--- config.mk ---
export PLATFORM = sky130hd
export DESIGN_NAME = rsc_encoder
export DESIGN_NICKNAME = d
export VERILOG_FILES = /design/src/rtl/rsc_pkg.sv /design/src/rtl/rsc_trellis_step.sv /design/src/rtl/rsc_encoder.sv
export SDC_FILE = /design/constraint.sdc
export NUM_CORES = 1
export LEC_CHECK = 0
export CAP_MARGIN = 20
export CORE_MARGIN = 5
export CORE_UTILIZATION = 48
export CTS_CLUSTER_SIZE = 28
export DETAILED_ROUTE_END_ITERATION = 8
export PLACE_DENSITY = 0.85
export SYNTH_ARGS = -nofsm -noshare
export SYNTH_HDL_FRONTEND = slang
export SYNTH_HIERARCHICAL = 1
export SYNTH_SLANG_ARGS = --single-unit
--- constraint.sdc ---
create_clock -name clk -period 5.85 [get_ports clk]
set_clock_uncertainty 0.1 [all_clocks]
set_input_delay 0.585 -clock clk [delete_from_list [all_inputs] [get_ports clk]]
set_output_delay 0.585 -clock clk [all_outputs]
set_load 0.02 [all_outputs]
--- src/rtl/rsc_pkg.sv ---
`default_nettype none
// ---------------------------------------------------------------------
// rsc_pkg - RSC encoder constants, FSM state type and BPSK mapping
// Revision: 1.0
// ---------------------------------------------------------------------
package rsc_pkg;

  localparam int W_DEFAULT   = 16;
  localparam int AMP_DEFAULT = 1024;
  localparam int TAIL_LEN    = 2;

  typedef enum logic [1:0] {
    IDLE = 2'd0,
    DATA = 2'd1,
    TAIL = 2'd2
  } rsc_state_t;

  // Bit 0 maps to +amp and bit 1 to -amp. The caller narrows the result to its symbol width.
  function automatic logic signed [31:0] bpsk_map(input logic b, input int amp);
    return b ? -amp : amp;
  endfunction

endpackage
`default_nettype wire

--- src/rtl/rsc_trellis_step.sv ---
`default_nettype none
// ---------------------------------------------------------------------
// rsc_trellis_step - one combinational step of the (7,5) RSC trellis
// Revision: 1.0
// ---------------------------------------------------------------------
module rsc_trellis_step (
  input  logic s1,
  input  logic s2,
  input  logic u,
  output logic a,
  output logic p,
  output logic ns1,
  output logic ns2
);

  assign a   = u ^ s1 ^ s2;
  assign p   = a ^ s2;
  assign ns1 = a;
  assign ns2 = s1;

endmodule
`default_nettype wire

--- src/rtl/rsc_encoder.sv ---
`default_nettype none
// ---------------------------------------------------------------------
// rsc_encoder - rate-1/2 (7,5) RSC encoder with 2-bit trellis termination
// and BPSK soft output. Optional: RSC_PUNCTURE_EN erases odd data parity.
// Revision: 1.0
// ---------------------------------------------------------------------
module rsc_encoder
  import rsc_pkg::*;
#(
  parameter int FRAME_LEN = 64,
  parameter int W         = W_DEFAULT,
  parameter int AMP       = AMP_DEFAULT
) (
  input  logic                clk,
  input  logic                rst_n,
  input  logic                in_valid,
  output logic                in_ready,
  input  logic                in_bit,
  output logic                out_valid,
  input  logic                out_ready,
  output logic signed [W-1:0] out_sys,
  output logic signed [W-1:0] out_par,
  output logic                out_tail,
  output logic                out_last,
  output logic                busy
);

  localparam int            CW       = $clog2(FRAME_LEN + 1);
  localparam logic [CW-1:0] LAST_CNT = CW'(FRAME_LEN - 1);
  localparam logic          LAST_TAIL = 1'(TAIL_LEN - 1);

  rsc_state_t    state, state_nx;
  logic [CW-1:0] cnt, cnt_nx;
  logic          tail_idx, tail_idx_nx;
  logic          s1, s2;

  logic slot_free, accept, tail_fire, load;
  logic u, a, p, ns1, ns2, punct;
  logic signed [W-1:0] sys_sym, par_sym;

  assign slot_free = !out_valid || out_ready;
  // Held low during reset so every output reads 0 while rst_n is asserted.
  assign in_ready  = rst_n && (state != TAIL) && slot_free;
  assign accept    = in_valid && in_ready;
  assign tail_fire = (state == TAIL) && slot_free;
  assign load      = accept || tail_fire;
  assign busy      = (state != IDLE);

  // A tail input equal to s1^s2 cancels the feedback, which drives the register towards zero.
  assign u = (state == TAIL) ? (s1 ^ s2) : in_bit;

  rsc_trellis_step u_step (
    .s1  (s1),
    .s2  (s2),
    .u   (u),
    .a   (a),
    .p   (p),
    .ns1 (ns1),
    .ns2 (ns2)
  );

`ifdef RSC_PUNCTURE_EN
  assign punct = (state != TAIL) && cnt[0];
`else
  assign punct = 1'b0;
`endif

  assign sys_sym = W'(bpsk_map(u, AMP));
  assign par_sym = punct ? '0 : W'(bpsk_map(p, AMP));

  always_comb begin
    state_nx    = state;
    cnt_nx      = cnt;
    tail_idx_nx = tail_idx;
    case (state)
      IDLE: begin
        if (accept) begin
          cnt_nx   = CW'(1);
          state_nx = (FRAME_LEN == 1) ? TAIL : DATA;
        end
      end
      DATA: begin
        if (accept) begin
          cnt_nx = cnt + 1'b1;
          if (cnt == LAST_CNT) state_nx = TAIL;
        end
      end
      TAIL: begin
        if (tail_fire) begin
          if (tail_idx == LAST_TAIL) begin
            state_nx    = IDLE;
            cnt_nx      = '0;
            tail_idx_nx = 1'b0;
          end else begin
            tail_idx_nx = 1'b1;
          end
        end
      end
      default: state_nx = IDLE;
    endcase
  end

  always_ff @(posedge clk or negedge rst_n) begin
    if (!rst_n) begin
      state     <= IDLE;
      cnt       <= '0;
      tail_idx  <= 1'b0;
      s1        <= 1'b0;
      s2        <= 1'b0;
      out_valid <= 1'b0;
      out_sys   <= '0;
      out_par   <= '0;
      out_tail  <= 1'b0;
      out_last  <= 1'b0;
    end else begin
      state    <= state_nx;
      cnt      <= cnt_nx;
      tail_idx <= tail_idx_nx;
      if (load) begin
        s1        <= ns1;
        s2        <= ns2;
        out_valid <= 1'b1;
        out_sys   <= sys_sym;
        out_par   <= par_sym;
        out_tail  <= (state == TAIL);
        out_last  <= (state == TAIL) && (tail_idx == LAST_TAIL);
      end else if (out_ready) begin
        out_valid <= 1'b0;
      end
    end
  end

endmodule
`default_nettype wire

==> run_1/wires.png <==
Drawn at 6 px/um. Only two layers are drawn.
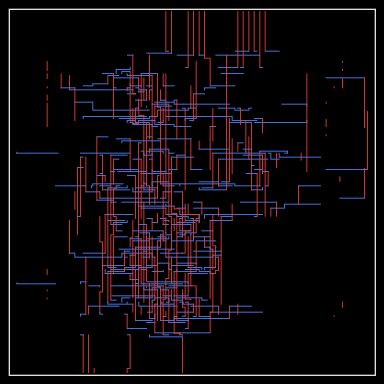
legend:
  metal 2:
    colour: red
    wire_length: 1100 um
  metal 1:
    colour: blue
    wire_length: 877 um
Avg WL per Cell: 13.5 um
via count: 883
gr usage total: 12.4%

==> run_1/flops_by_reg.png <==
Drawn at 10 px/um.
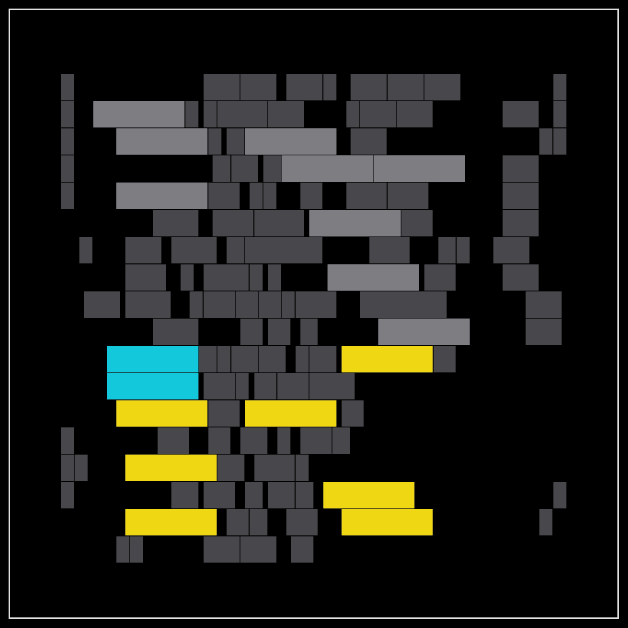
legend:
  cnt:
    colour: yellow
    flops: 7
    where: bottom centre
  state:
    colour: cyan
    flops: 2
Seq area share: 33.4%
final core utilization: 54.5%

==> flow_metrics.py, run 1 <==
# Physical implementation metrics
metrics = {
    "status": {
        "status": "completed",
    },
    "floorplan": {
        "fp_util_pct": 49.9,
        "die_area_um2": 3690,
        "die_x_um": 60.8,
    },
    "global_routing": {
        "globalRouteMet3Util_pct": 0.851,
        "antenna_found_initial": 0,
        "grt_pass1_vias": 776,
    },
    "layout": {
        "nClkBuffers": 4,
        "largestRegisters": "cnt (7), out_sys (2), state (2)",
        "area_growth_syn_to_layout_pct": 9.21,
        "drive_gt1_share_pct": 10.4,
        "comb_share_pct": 44.8,
        "lay_top_cells": "21 x clkdlybuf4s50_1, 20 x conb_1, 18 x dfrtp_1",
    },
    "flow_run": {
        "drv_cap": 0,
        "warning_count": 30,
    },
    "worst_hold_path": {
        "min_from": "out_tail",
        "hold_end": "out_tail",
    },
    "setup_path": {
        "timing.rr.end": "cnt[5]",
        "arrival_ns": 2.70,
        "critPathMaxFanout": 19,
        "rrSetupSlack_ns": 3.60,
        "slowest_delay_ns": 0.99,
    },
    "cts": {
        "clock_path_buffers": 2,
        "cts.sinks": 18,
        "cts_buffers": 3,
    },
    "synthesis": {
        "netlist_instances": 123,
        "synth_warnings": 6,
        "logic_family": "buffers and inverters",
        "synth_top_flop_cell": "dfrtp_1",
    },
    "timing": {
        "hold_viol": 0,
        "setup-violations-final": 0,
    },
    "routing": {
        "drcViolationCount": 0,
    },
    "pwr": {
        "internal_power_uw": 406,
        "switchingPower_uw": 311,
        "clk-power_uw": 75.5,
    },
    "placement": {
        "dpl.cell_count": 160,
    },
}
==> run_1/placement_by_type.png <==
Drawn at 4 px/um.
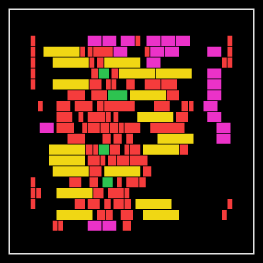
legend:
  clock drivers and dummy loads:
    colour: green
    cells: 4
  remaining buffers and delay cells:
    colour: magenta
    cells: 21
  sequential cells:
    colour: yellow
    cells: 18
  combinational and other logic:
    colour: red
    cells: 91
num rows: 18
core box area: 2480 um^2
Final Cell Area: 1350 um^2

==> run_1/layer_met3.png <==
Drawn at 6 px/um.
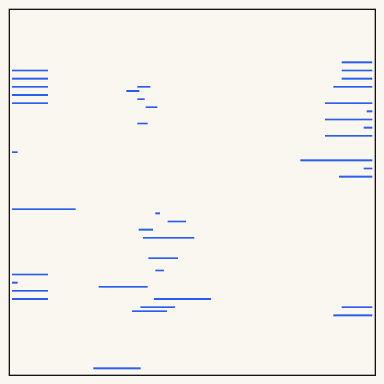

==> run 2: changes to the inputs <==
--- a/config.mk
+++ b/config.mk
@@ -7,10 +7,10 @@
 export LEC_CHECK = 0
 export CAP_MARGIN = 20
 export CORE_MARGIN = 5
-export CORE_UTILIZATION = 48
+export CORE_UTILIZATION = 45
 export CTS_CLUSTER_SIZE = 28
 export DETAILED_ROUTE_END_ITERATION = 8
-export PLACE_DENSITY = 0.85
+export PLACE_DENSITY = 0.8
 export SYNTH_ARGS = -nofsm -noshare
 export SYNTH_HDL_FRONTEND = slang
 export SYNTH_HIERARCHICAL = 1
==> constraint.sdc (replaced) <==
create_clock -name clk -period 3.5 [get_ports clk]
set_clock_uncertainty 0.1 [all_clocks]
set_input_delay 0.35 -clock clk [delete_from_list [all_inputs] [get_ports clk]]
set_output_delay 0.35 -clock clk [all_outputs]
set_load 0.02 [all_outputs]
==> run_2/layer_met3.png <==
Drawn at 6 px/um.
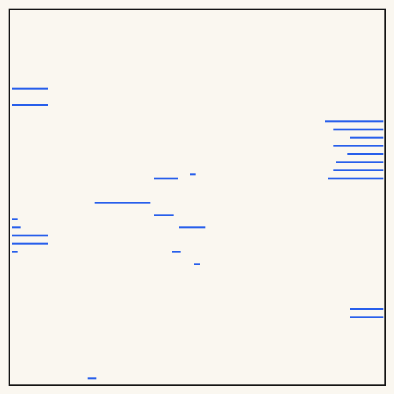
share of all routed wire: 5.3%
main direction: horizontal
wire length on this layer: 121 um
nets with wire on the layer: 22
via count: 846
met3 Use GR: 2.70%
final wirelength: 2280 um

==> run_2/placement.png <==
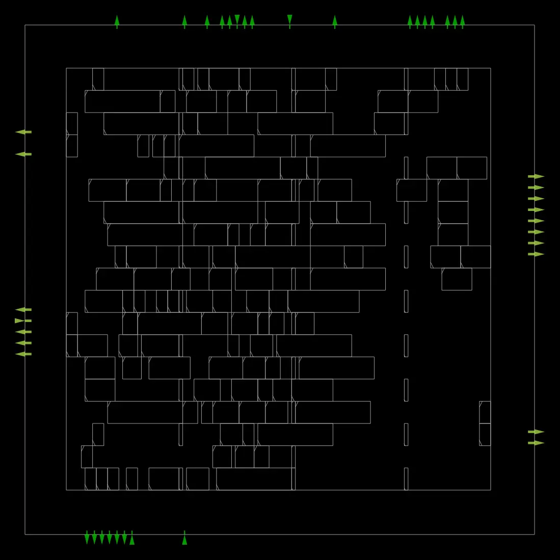
Finished Layout Cells: 166
final core utilization: 50.6%
Flops: 18

==> flow_metrics.py, run 2 <==
# Physical implementation metrics
metrics = {
    "placement": {
        "dpl.cell_count": 162,
    },
    "setup_path": {
        "arrival_ns": 2.09,
        "rrSetupSlack_ns": 1.27,
        "slowest_delay_ns": 0.60,
        "timing.rr.end": "cnt[5]",
    },
    "timing": {
        "setup-violations-final": 0,
    },
    "cts": {
        "cts.sinks": 18,
    },
    "floorplan": {
        "die_area_um2": 3900,
        "fp_util_pct": 46.0,
        "die_x_um": 62.4,
    },
    "layout": {
        "sh_seq_area_pct": 33.1,
        "comb_share_pct": 44.5,
        "largestRegisters": "cnt (7), out_sys (2), state (2)",
        "drive_gt1_share_pct": 11.1,
        "lay_top_cells": "21 x clkdlybuf4s50_1, 20 x conb_1, 18 x dfrtp_1",
    },
    "global_routing": {
        "track_usage_pct": 11.8,
        "grt_pass1_vias": 847,
    },
    "routing": {
        "drcViolationCount": 0,
    },
    "pwr": {
        "switchingPower_uw": 524,
    },
    "status": {
        "status": "completed",
    },
    "synthesis": {
        "synth_warnings": 6,
        "netlist_instances": 123,
    },
}
==> run_2/flops_by_reg.png <==
Drawn at 10 px/um.
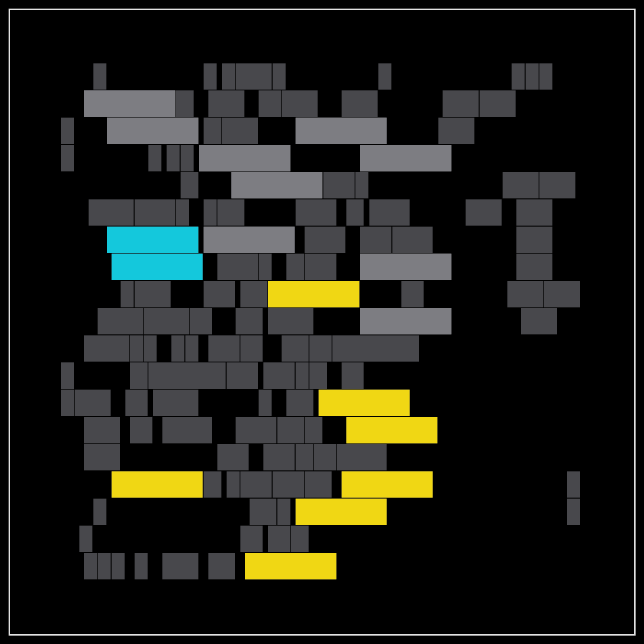

==> run 3: changes to the inputs <==
--- a/config.mk
+++ b/config.mk
@@ -7,10 +7,10 @@
 export LEC_CHECK = 0
 export CAP_MARGIN = 20
 export CORE_MARGIN = 5
-export CORE_UTILIZATION = 45
+export CORE_UTILIZATION = 41
 export CTS_CLUSTER_SIZE = 28
 export DETAILED_ROUTE_END_ITERATION = 8
-export PLACE_DENSITY = 0.8
+export PLACE_DENSITY = 0.77
 export SYNTH_ARGS = -nofsm -noshare
 export SYNTH_HDL_FRONTEND = slang
 export SYNTH_HIERARCHICAL = 1
==> constraint.sdc (replaced) <==
create_clock -name clk -period 2.1 [get_ports clk]
set_clock_uncertainty 0.1 [all_clocks]
set_input_delay 0.21 -clock clk [delete_from_list [all_inputs] [get_ports clk]]
set_output_delay 0.21 -clock clk [all_outputs]
set_load 0.02 [all_outputs]
==> run_3/flops_by_reg.png <==
Drawn at 10 px/um.
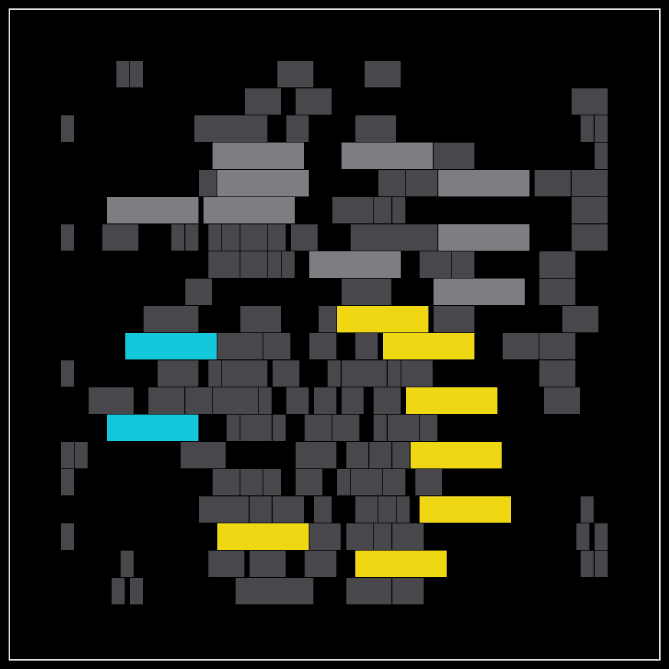
legend:
  cnt:
    colour: yellow
    flops: 7
  state:
    colour: cyan
    flops: 2
Seq area share: 31.0%
final core utilization: 48.8%
Seq. pwr: 581 uW
FF+latch area: 450 um^2

==> run_3/placement.png <==
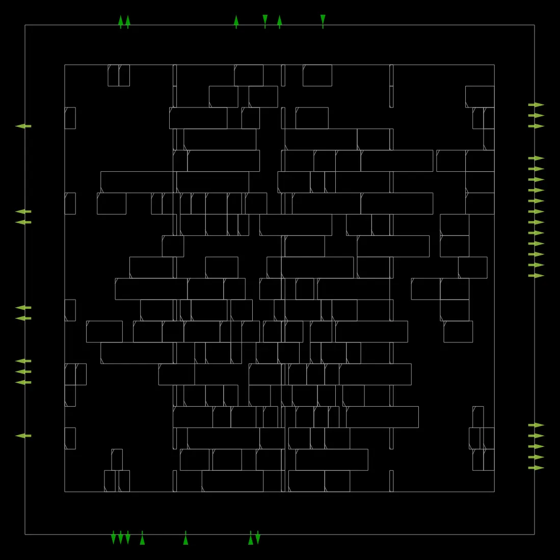
Finished Layout Cells: 177
tap cells: 33

==> flow_metrics.py, run 3 <==
# Physical implementation metrics
metrics = {
    "setup_path": {
        "timing.rr.end": "cnt[5]",
        "critPathMaxFanout": 5,
        "rrSetupSlack_ns": 0.11,
        "arrival_ns": 2.10,
        "slowest_delay_ns": 0.56,
    },
    "global_routing": {
        "globalRouteMet3Util_pct": 1.21,
        "track_usage_pct": 11.7,
        "antenna_found_initial": 0,
    },
    "floorplan": {
        "core-area_um2": 2980,
        "fp_util_pct": 41.5,
        "row_count": 20,
    },
    "cts": {
        "cts.sinks": 18,
        "clock_path_buffers": 2,
        "cts_buffers": 3,
    },
    "flow_run": {
        "warning_count": 30,
    },
    "synthesis": {
        "synth_warnings": 6,
        "synth_top_flop_cell": "dfrtp_1",
        "logic_family": "buffers and inverters",
    },
    "status": {
        "status": "completed",
    },
    "pwr": {
        "internal_power_uw": 1230,
        "switchingPower_uw": 902,
        "clk-power_uw": 216,
    },
    "timing": {
        "setup-violations-final": 0,
    },
    "routing": {
        "totalWireLength_um": 2300,
        "drcViolationCount": 0,
    },
    "layout": {
        "largestRegisters": "cnt (7), out_sys (2), state (2)",
        "drive_gt1_share_pct": 18.8,
        "nClkBuffers": 4,
    },
    "placement": {
        "dpl.cell_count": 172,
    },
}
No activity file was given, so power comes from the tool's default toggle rates.
